$ cat src/rtl/mem_pkg.sv
// mem_pkg: constants shared by the SRAM controller and its phase counter.
//   - FSM state encoding (IDLE, LO, HI, DONE)
//   - default SRAM base byte address, SRAM data width, phase counter width
//   - word_index(): byte address to 32-bit word index relative to a base
package mem_pkg;

   localparam logic [1:0] IDLE = 2'd0;
   localparam logic [1:0] LO   = 2'd1;
   localparam logic [1:0] HI   = 2'd2;
   localparam logic [1:0] DONE = 2'd3;

   localparam logic [31:0] BASE_ADDR_DEF = 32'd1024;
   localparam int          SRAM_DW       = 16;
   localparam int          CNT_W         = 4;

   // Unsigned 32-bit wrap is intentional: addresses below the base alias
   // high in the index space and are then truncated by the caller.
   function automatic logic [31:0] word_index(input logic [31:0] addr,
                                              input logic [31:0] base);
      return (addr - base) >> 2;
   endfunction

endpackage

$ cat src/rtl/sram_phase_counter.sv
// sram_phase_counter: wait counter shared by the LO and HI half-word phases.
// Ports:
//   clk     - clock
//   rst     - synchronous reset, active-low
//   clr     - load zero on the next edge instead of incrementing
//   tc      - current count equals WAIT_CYCLES-1 (last cycle of a phase)
//   tc_nxt  - count after the next edge will equal WAIT_CYCLES-1; lets the
//             controller register sram_we_n so it rises on the last cycle
module sram_phase_counter
   import mem_pkg::*;
#(
   parameter int unsigned WAIT_CYCLES = 2
) (
   input  logic clk,
   input  logic rst,
   input  logic clr,
   output logic tc,
   output logic tc_nxt
);

   localparam logic [CNT_W-1:0] TC_VAL = CNT_W'(WAIT_CYCLES - 1);

   logic [CNT_W-1:0] cnt_q;
   logic [CNT_W-1:0] cnt_d;

   always_comb begin
      cnt_d = clr ? '0 : cnt_q + CNT_W'(1);
   end

   always_ff @(posedge clk) begin
      if (!rst) begin
         cnt_q <= '0;
      end else begin
         cnt_q <= cnt_d;
      end
   end

   assign tc     = (cnt_q == TC_VAL);
   assign tc_nxt = (cnt_d == TC_VAL);

endmodule

$ cat src/rtl/mem_sram_ctrl.sv
// mem_sram_ctrl: MEM-stage data memory front end that serves 32-bit accesses
// from a 16-bit asynchronous SRAM, low half first then high half, each half
// held for WAIT_CYCLES cycles. ready=0 freezes the pipeline.
//
// Ports:
//   clk, rst              - clock, synchronous active-low reset
//   mem_read, mem_write   - request from MEM stage (both set = write)
//   address, data         - byte address and write data
//   res                   - read result, valid in the ready=1 DONE cycle
//   ready                 - 0 = freeze pipeline
//   sram_addr             - halfword address {word index, half}
//   sram_dq_out/_oe       - write data and bus drive enable
//   sram_dq_in            - read data from SRAM
//   sram_we_n             - active-low write strobe
//
// Build option: define SRAM_RD_BUFFER_EN to add a one-entry read buffer that
// answers a repeated read of the same word without touching the SRAM.
//
// state | meaning
// IDLE  | waiting for a request; latches op, word index and write data
// LO    | low halfword access, WAIT_CYCLES cycles
// HI    | high halfword access, WAIT_CYCLES cycles
// DONE  | one-cycle completion, ready=1, res valid for reads
module mem_sram_ctrl
   import mem_pkg::*;
#(
   parameter logic [31:0] BASE_ADDR   = BASE_ADDR_DEF,
   parameter int unsigned WAIT_CYCLES = 2,
   parameter int unsigned SRAM_AW     = 18
) (
   input  logic               clk,
   input  logic               rst,
   input  logic               mem_read,
   input  logic               mem_write,
   input  logic [31:0]        address,
   input  logic [31:0]        data,
   output logic [31:0]        res,
   output logic               ready,
   output logic [SRAM_AW-1:0] sram_addr,
   output logic [SRAM_DW-1:0] sram_dq_out,
   output logic               sram_dq_oe,
   input  logic [SRAM_DW-1:0] sram_dq_in,
   output logic               sram_we_n
);

   localparam int unsigned IW = SRAM_AW - 1;

   logic              req;
   logic [31:0]       widx_full;
   logic [IW-1:0]     widx_in;
   logic              unused_widx_hi;

   logic [1:0]        state_q,     state_d;
   logic              op_wr_q,     op_wr_d;
   logic [IW-1:0]     widx_q,      widx_d;
   logic [31:0]       wdata_q,     wdata_d;
   logic [31:0]       rdata_q,     rdata_d;
   logic [SRAM_AW-1:0] sram_addr_q, sram_addr_d;
   logic [SRAM_DW-1:0] dq_out_q,   dq_out_d;
   logic              dq_oe_q,     dq_oe_d;
   logic              we_n_q,      we_n_d;

   logic              in_phase;
   logic              nxt_phase;
   logic              cnt_clr;
   logic              tc;
   logic              tc_nxt;

`ifdef SRAM_RD_BUFFER_EN
   logic              buf_valid_q, buf_valid_d;
   logic [IW-1:0]     buf_widx_q,  buf_widx_d;
   logic [31:0]       buf_word_q,  buf_word_d;
   logic              buf_match;
`endif

   assign req            = mem_read | mem_write;
   assign widx_full      = word_index(address, BASE_ADDR);
   assign widx_in        = widx_full[IW-1:0];
   assign unused_widx_hi = ^widx_full[31:IW];

   assign in_phase = (state_q == LO) || (state_q == HI);
   // Counter restarts whenever a phase is entered or left.
   assign cnt_clr  = ~in_phase | tc;

   sram_phase_counter #(
      .WAIT_CYCLES (WAIT_CYCLES)
   ) u_phase_cnt (
      .clk    (clk),
      .rst    (rst),
      .clr    (cnt_clr),
      .tc     (tc),
      .tc_nxt (tc_nxt)
   );

`ifdef SRAM_RD_BUFFER_EN
   assign buf_match = buf_valid_q && (buf_widx_q == widx_in);
`endif

   always_comb begin
      state_d = state_q;
      op_wr_d = op_wr_q;
      widx_d  = widx_q;
      wdata_d = wdata_q;
      rdata_d = rdata_q;
`ifdef SRAM_RD_BUFFER_EN
      buf_valid_d = buf_valid_q;
      buf_widx_d  = buf_widx_q;
      buf_word_d  = buf_word_q;
`endif
      case (state_q)
         IDLE: begin
            if (req) begin
               op_wr_d = mem_write;
               widx_d  = widx_in;
               wdata_d = data;
               state_d = LO;
`ifdef SRAM_RD_BUFFER_EN
               if (!mem_write && buf_match) begin
                  state_d = DONE;
                  rdata_d = buf_word_q;
               end
               if (mem_write && buf_match) begin
                  buf_valid_d = 1'b0;
               end
`endif
            end
         end
         LO: begin
            if (tc) begin
               state_d = HI;
               if (!op_wr_q) rdata_d[15:0] = sram_dq_in;
            end
         end
         HI: begin
            if (tc) begin
               state_d = DONE;
               if (!op_wr_q) begin
                  rdata_d[31:16] = sram_dq_in;
`ifdef SRAM_RD_BUFFER_EN
                  buf_valid_d = 1'b1;
                  buf_widx_d  = widx_q;
                  buf_word_d  = {sram_dq_in, rdata_q[15:0]};
`endif
               end
            end
         end
         default: state_d = IDLE;
      endcase
   end

   // SRAM pins are registered from next-state values so they are stable for
   // the whole phase; address and data hold outside phases (including a
   // buffer hit) so the bus stays quiet.
   assign nxt_phase = (state_d == LO) || (state_d == HI);

   always_comb begin
      sram_addr_d = sram_addr_q;
      dq_out_d    = dq_out_q;
      if (nxt_phase) begin
         sram_addr_d = {widx_d, state_d == HI};
         dq_out_d    = (state_d == HI) ? wdata_d[31:16] : wdata_d[15:0];
      end
      dq_oe_d = nxt_phase & op_wr_d;
      // Strobe low for all but the last cycle so address/data hold past
      // the rising edge of we_n.
      we_n_d  = ~(nxt_phase & op_wr_d & ~tc_nxt);
   end

   always_ff @(posedge clk) begin
      if (!rst) begin
         state_q     <= IDLE;
         op_wr_q     <= 1'b0;
         widx_q      <= '0;
         wdata_q     <= '0;
         rdata_q     <= '0;
         sram_addr_q <= '0;
         dq_out_q    <= '0;
         dq_oe_q     <= 1'b0;
         we_n_q      <= 1'b1;
`ifdef SRAM_RD_BUFFER_EN
         buf_valid_q <= 1'b0;
         buf_widx_q  <= '0;
         buf_word_q  <= '0;
`endif
      end else begin
         state_q     <= state_d;
         op_wr_q     <= op_wr_d;
         widx_q      <= widx_d;
         wdata_q     <= wdata_d;
         rdata_q     <= rdata_d;
         sram_addr_q <= sram_addr_d;
         dq_out_q    <= dq_out_d;
         dq_oe_q     <= dq_oe_d;
         we_n_q      <= we_n_d;
`ifdef SRAM_RD_BUFFER_EN
         buf_valid_q <= buf_valid_d;
         buf_widx_q  <= buf_widx_d;
         buf_word_q  <= buf_word_d;
`endif
      end
   end

   assign ready       = ~req | (state_q == DONE);
   assign res         = ((state_q == DONE) && !op_wr_q) ? rdata_q : 32'd0;
   assign sram_addr   = sram_addr_q;
   assign sram_dq_out = dq_out_q;
   assign sram_dq_oe  = dq_oe_q;
   assign sram_we_n   = we_n_q;

endmodule
$ cat config.mk
export PLATFORM = sky130hd
export DESIGN_NAME = mem_sram_ctrl
export DESIGN_NICKNAME = d
export VERILOG_FILES = /design/src/rtl/mem_pkg.sv /design/src/rtl/sram_phase_counter.sv /design/src/rtl/mem_sram_ctrl.sv
export SDC_FILE = /design/constraint.sdc
export NUM_CORES = 1
export LEC_CHECK = 0
export CORE_AREA = 4 4 136 99
export CTS_CLUSTER_SIZE = 28
export DETAILED_ROUTE_END_ITERATION = 10
export DIE_AREA = 0 0 140 103
export HOLD_SLACK_MARGIN = 0.02
export PLACE_DENSITY = 0.75
export SLEW_MARGIN = 20
export SYNTH_ARGS = -nofsm -noshare
export SYNTH_HDL_FRONTEND = slang
export SYNTH_SLANG_ARGS = --single-unit
$ cat constraint.sdc
create_clock -name clk -period 7.05 [get_ports clk]
set_input_delay 0.705 -clock clk [delete_from_list [all_inputs] [get_ports clk]]
set_output_delay 0.705 -clock clk [all_outputs]
set_load 0.05 [all_outputs]
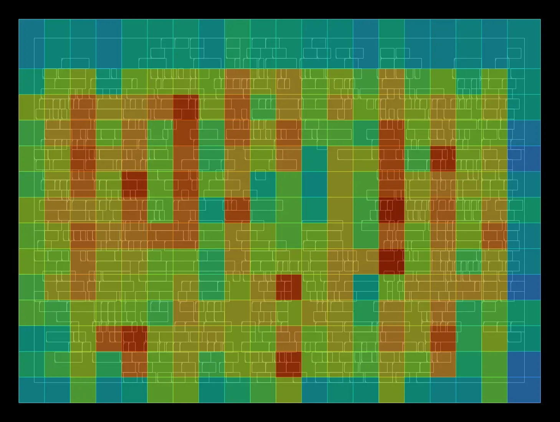
run_1/final_congestion.png
per-cell routed wire length: 14.8 microns
met1 Usage GRT: 0.228

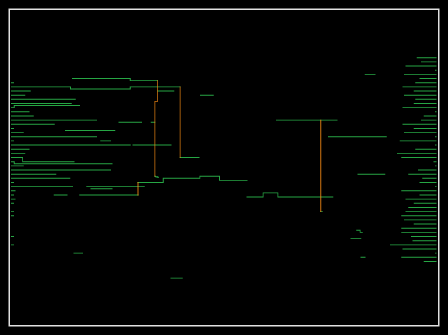
run_1/metal_stack.png
Only two layers are drawn.
legend:
  green:
    layer: met3
    wire_length: 1050 microns
  orange:
    layer: met4
    wire_length: 89.3 microns

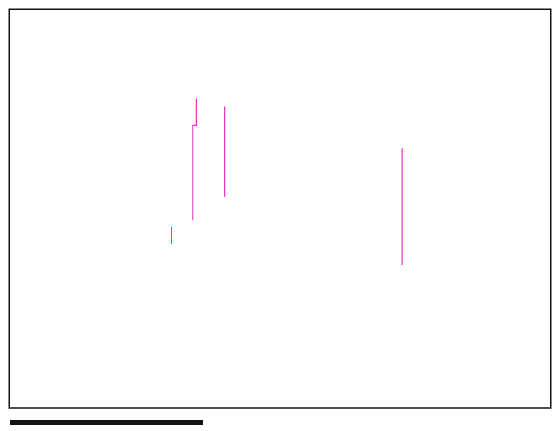
run_1/met4.png
Scale bar: 50 microns.
main direction: vertical
longest straight run: 29.9 microns

==> impl_metrics.csv, run 1 <==
group,metric,value,unit
grt,track_usage,0.183,
routing,vias,4499,
power_and_ir_drop,pwr-share-seq,0.305,
synth,synth_seq_share,0.466,
power_and_ir_drop,ir_drop,0.317,mV
power_and_ir_drop,power,0.00310,W
layout,nClkBuffers,23,
setup_path,arrival,4.48,ns
power_and_ir_drop,power_frac_comb,0.403,
grt,grt_start_max_net_pins,76,
routing,viasPerCell,5.07,
die,die_y,103,microns
layout,final-comb-area,0.00261,sq mm
clock_network,clk_latency,0.40,ns
setup_path,cp_max_fo,75,
routing,drt_iter0_drc,191,
synth,yosys_warnings,0,
placement,io_buffers,137,
layout,logic_gate_count,422,
die,die_w,140,microns
setup_path,crit_type,"in2reg",
setup_path,r2r_start,"state_q[0]",
routing,drc_errors,0,
setup_path,path_cells,"clkdlybuf4s50_1 -> o21a_4 -> nor2_1 -> o21ai_0 -> nand2b_1 -> ha_2 -> buf_4 -> and2b_2 -> o21ai_0 -> a21oi_1 -> a31o_2",
layout,largest_cell_class,"multi-input combinational cells",
status,outcome,"finished, final reports clean",
layout,clockNetworkAreaShare,0.0839,
grt,grt-busiest-layer,"met2",
setup_path,cpPeakStageDelay,0.80,ns
setup_path,crit_start,"mem_write",
layout,nNonClkBuffers,141,
timing,setup_tns,0,ns
layout,inverters,8,
setup_path,worst_ep_required_time,7.35,ns
grt,grtUsageMet3,0.0723,
synth,xor_share,0.00985,
--- run 2 (diff from run 1) ---
==> constraint.sdc (replaced) <==
create_clock -name clk -period 4 [get_ports clk]
set_input_delay 0.4 -clock clk [delete_from_list [all_inputs] [get_ports clk]]
set_output_delay 0.4 -clock clk [all_outputs]
set_load 0.05 [all_outputs]
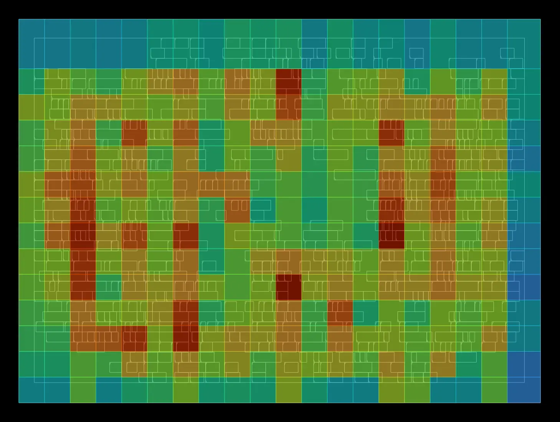
run_2/final_congestion.png
overall global routing resource usage: 0.186
fin util: 0.603
per-cell routed wire length: 14.9 microns
gr busiest metal: met2

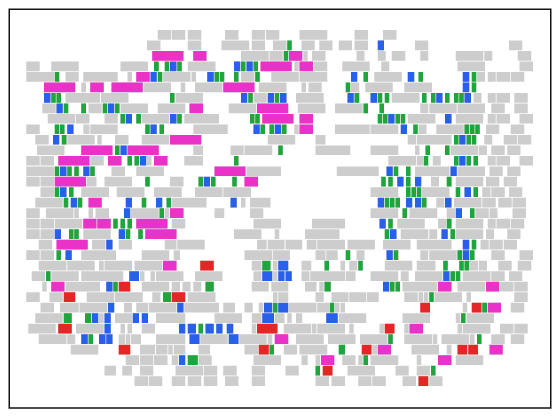
run_2/gate_families.png
legend:
  green:
    family: NAND gates
    cells: 153
    most_used: nand2_1
  red:
    family: AND-OR and OR-AND gates
    cells: 16
    most_used: o21a_1
  magenta:
    family: multiplexers
    cells: 42
    most_used: mux2i_1
    where: all over the die
  blue:
    family: inverting AOI/OAI gates
    cells: 93
    most_used: a21oi_1
    where: all over the die

==> run 2 against run 1 <==
Combinational power increased by 78%. Clock power rose by 68%. Die area unchanged. Non-clock buffer count grew 3. Count of clock-buffer cells in the layout is 1 lower. Core utilization about the same. Critical path depth is 6 lower. Sequential power is 76% higher. Area after synthesis unchanged. Synthesized cell count unchanged. Critical path type is now reg2out.
==> impl_metrics.csv, run 2 <==
group,metric,value,unit
die,die_y,103,microns
setup_path,cp_max_fo,32,
grt,grtUsageMet3,0.0640,
setup_path,r2r_start,"u_phase_cnt.cnt_q[0]",
routing,drc_errors,0,
status,outcome,"finished, final reports clean",
placement,io_buffers,137,
synth,synthArstFlopShare,0,
layout,clockNetworkAreaShare,0.0803,
placement,dp_hpwl,9130,microns
timing,setup_tns,0,ns
layout,nNonClkBuffers,144,
routing,drt_iter0_drc,208,
layout,largest_cell_class,"multi-input combinational cells",
setup_path,path_cells,"ha_1 -> nor2b_1 -> buf_4 -> and2_1 -> clkdlybuf4s50_1",
layout,nClkBuffers,22,
setup_path,cpPeakStageDelay,0.81,ns
grt,grt_util_met1,0.228,
synth,synth_seq_share,0.466,
setup_path,crit_start,"state_q[1]",
grt,gr-usage-met2,0.307,
power_and_ir_drop,power,0.00540,W
routing,viasPerCell,5.11,
routing,vias,4555,
synth,xor_share,0.00985,
power_and_ir_drop,power_density,736,mW/mm^2
layout,logic_gate_count,422,
grt,grt_start_max_net_pins,74,
setup_path,worst_ep_required_time,3.60,ns
layout,inverters,8,
layout,final-comb-area,0.00261,sq mm
power_and_ir_drop,pwr-share-seq,0.307,
setup_path,crit_type,"reg2out",
clock_network,clk_latency,0.41,ns
layout,fin_nets,810,
die,die_w,140,microns
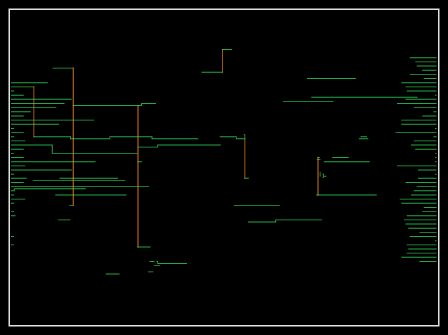
run_2/metal_stack.png
Only two layers are drawn.
legend:
  orange:
    layer: met4
    wire_length: 140 microns
  green:
    layer: met3
    wire_length: 1070 microns

--- run 3 (diff from run 2) ---
==> constraint.sdc (replaced) <==
create_clock -name clk -period 2.75 [get_ports clk]
set_input_delay 0.275 -clock clk [delete_from_list [all_inputs] [get_ports clk]]
set_output_delay 0.275 -clock clk [all_outputs]
set_load 0.05 [all_outputs]
==> run 3 against run 2 <==
Setup slack worse by 0.81 ns. Sequential cell count did not move. Clock power up 49%. Count of clock-buffer cells in the layout shrank 4. Via count is 0.72% higher. Synthesized cell count unchanged. Hold slack worse by 0.013 ns. First-iteration DRC count grew 5.3%. Core utilization rose by 3.5 points. Critical path type is now reg2reg. Largest cell class unchanged.
==> impl_metrics.csv, run 3 <==
group,metric,value,unit
grt,grt_start_max_net_pins,74,
power_and_ir_drop,power,0.00805,W
setup_path,cpPeakStageDelay,0.50,ns
setup_path,r2r_start,"u_phase_cnt.cnt_q[0]",
routing,drt_iter0_drc,219,
setup_path,crit_type,"reg2reg",
timing,fin_hold_ws,0.437,ns
die,die_y,103,microns
grt,grt-busiest-layer,"met2",
layout,inverters,8,
layout,stdcell_area,0.00776,sq mm
setup_path,cp_max_fo,12,
layout,clockNetworkAreaShare,0.0785,
setup_path,crit_start,"u_phase_cnt.cnt_q[0]",
layout,nClkBuffers,18,
setup_path,path_cells,"ha_1 -> or3b_2 -> a21oi_1 -> o21ai_0 -> nand2b_1 -> ha_4 -> and2b_2 -> o21ai_0 -> a21oi_1 -> a31o_2",
clock_network,clk_latency,0.41,ns
die,die_w,140,microns
setup_path,worst_ep_required_time,3.05,ns
hold_path,min_to,"wdata_q[30]",
grt,gr-usage-met2,0.322,
layout,final-comb-area,0.00262,sq mm
grt,grtUsageMet3,0.0561,
layout,nNonClkBuffers,149,
routing,met3_length,867,microns
placement,io_buffers,137,
routing,dr_wl_met2,6570,microns
routing,viasPerCell,5.11,
layout,largest_cell_class,"multi-input combinational cells",
routing,vias,4588,
layout,seq_area,0.00248,sq mm
synth,xor_share,0.00985,
layout,fin_util,0.638,
layout,fin_nets,815,
synth,synthArstFlopShare,0,
layout,lay_top_cells,"nand2_1 (145), dfxtp_1 (124), clkdlybuf4s50_1 (105)",
status,outcome,"finished, final reports clean",
routing,drc_errors,0,
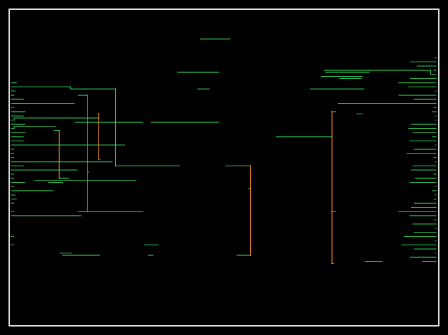
run_3/metal_stack.png
Only two layers are drawn.
legend:
  orange:
    layer: met4
    wire_length: 173 microns
  green:
    layer: met3
    wire_length: 868 microns

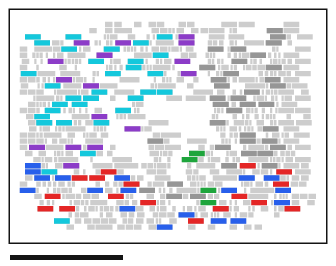
run_3/registers.png
Scale bar: 50 microns. Other sequential cells in the stronger gray, the rest of the logic in the fainter gray.
legend:
  cyan:
    name_in_the_netlist: `wdata_q`
    flops: 32
  red:
    name_in_the_netlist: `widx_q`
    flops: 17
  green:
    name_in_the_netlist: `u_phase_cnt.cnt_q`
    flops: 4
  blue:
    name_in_the_netlist: `sram_addr`
    flops: 18
  purple:
    name_in_the_netlist: `sram_dq_out`
    flops: 16

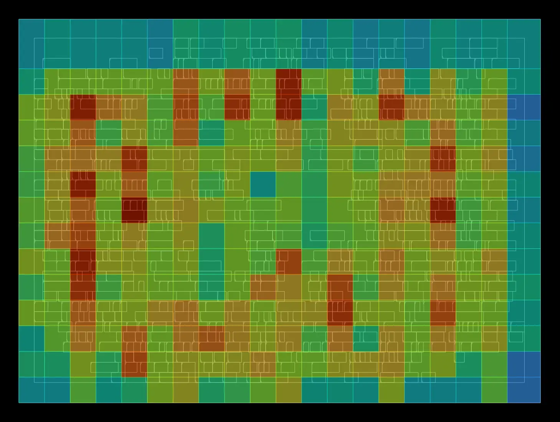
run_3/final_congestion.png
per-cell routed wire length: 15.3 microns
overall global routing resource usage: 0.193
met1 Usage GRT: 0.241

Power is estimated from default activity; no workload was simulated.
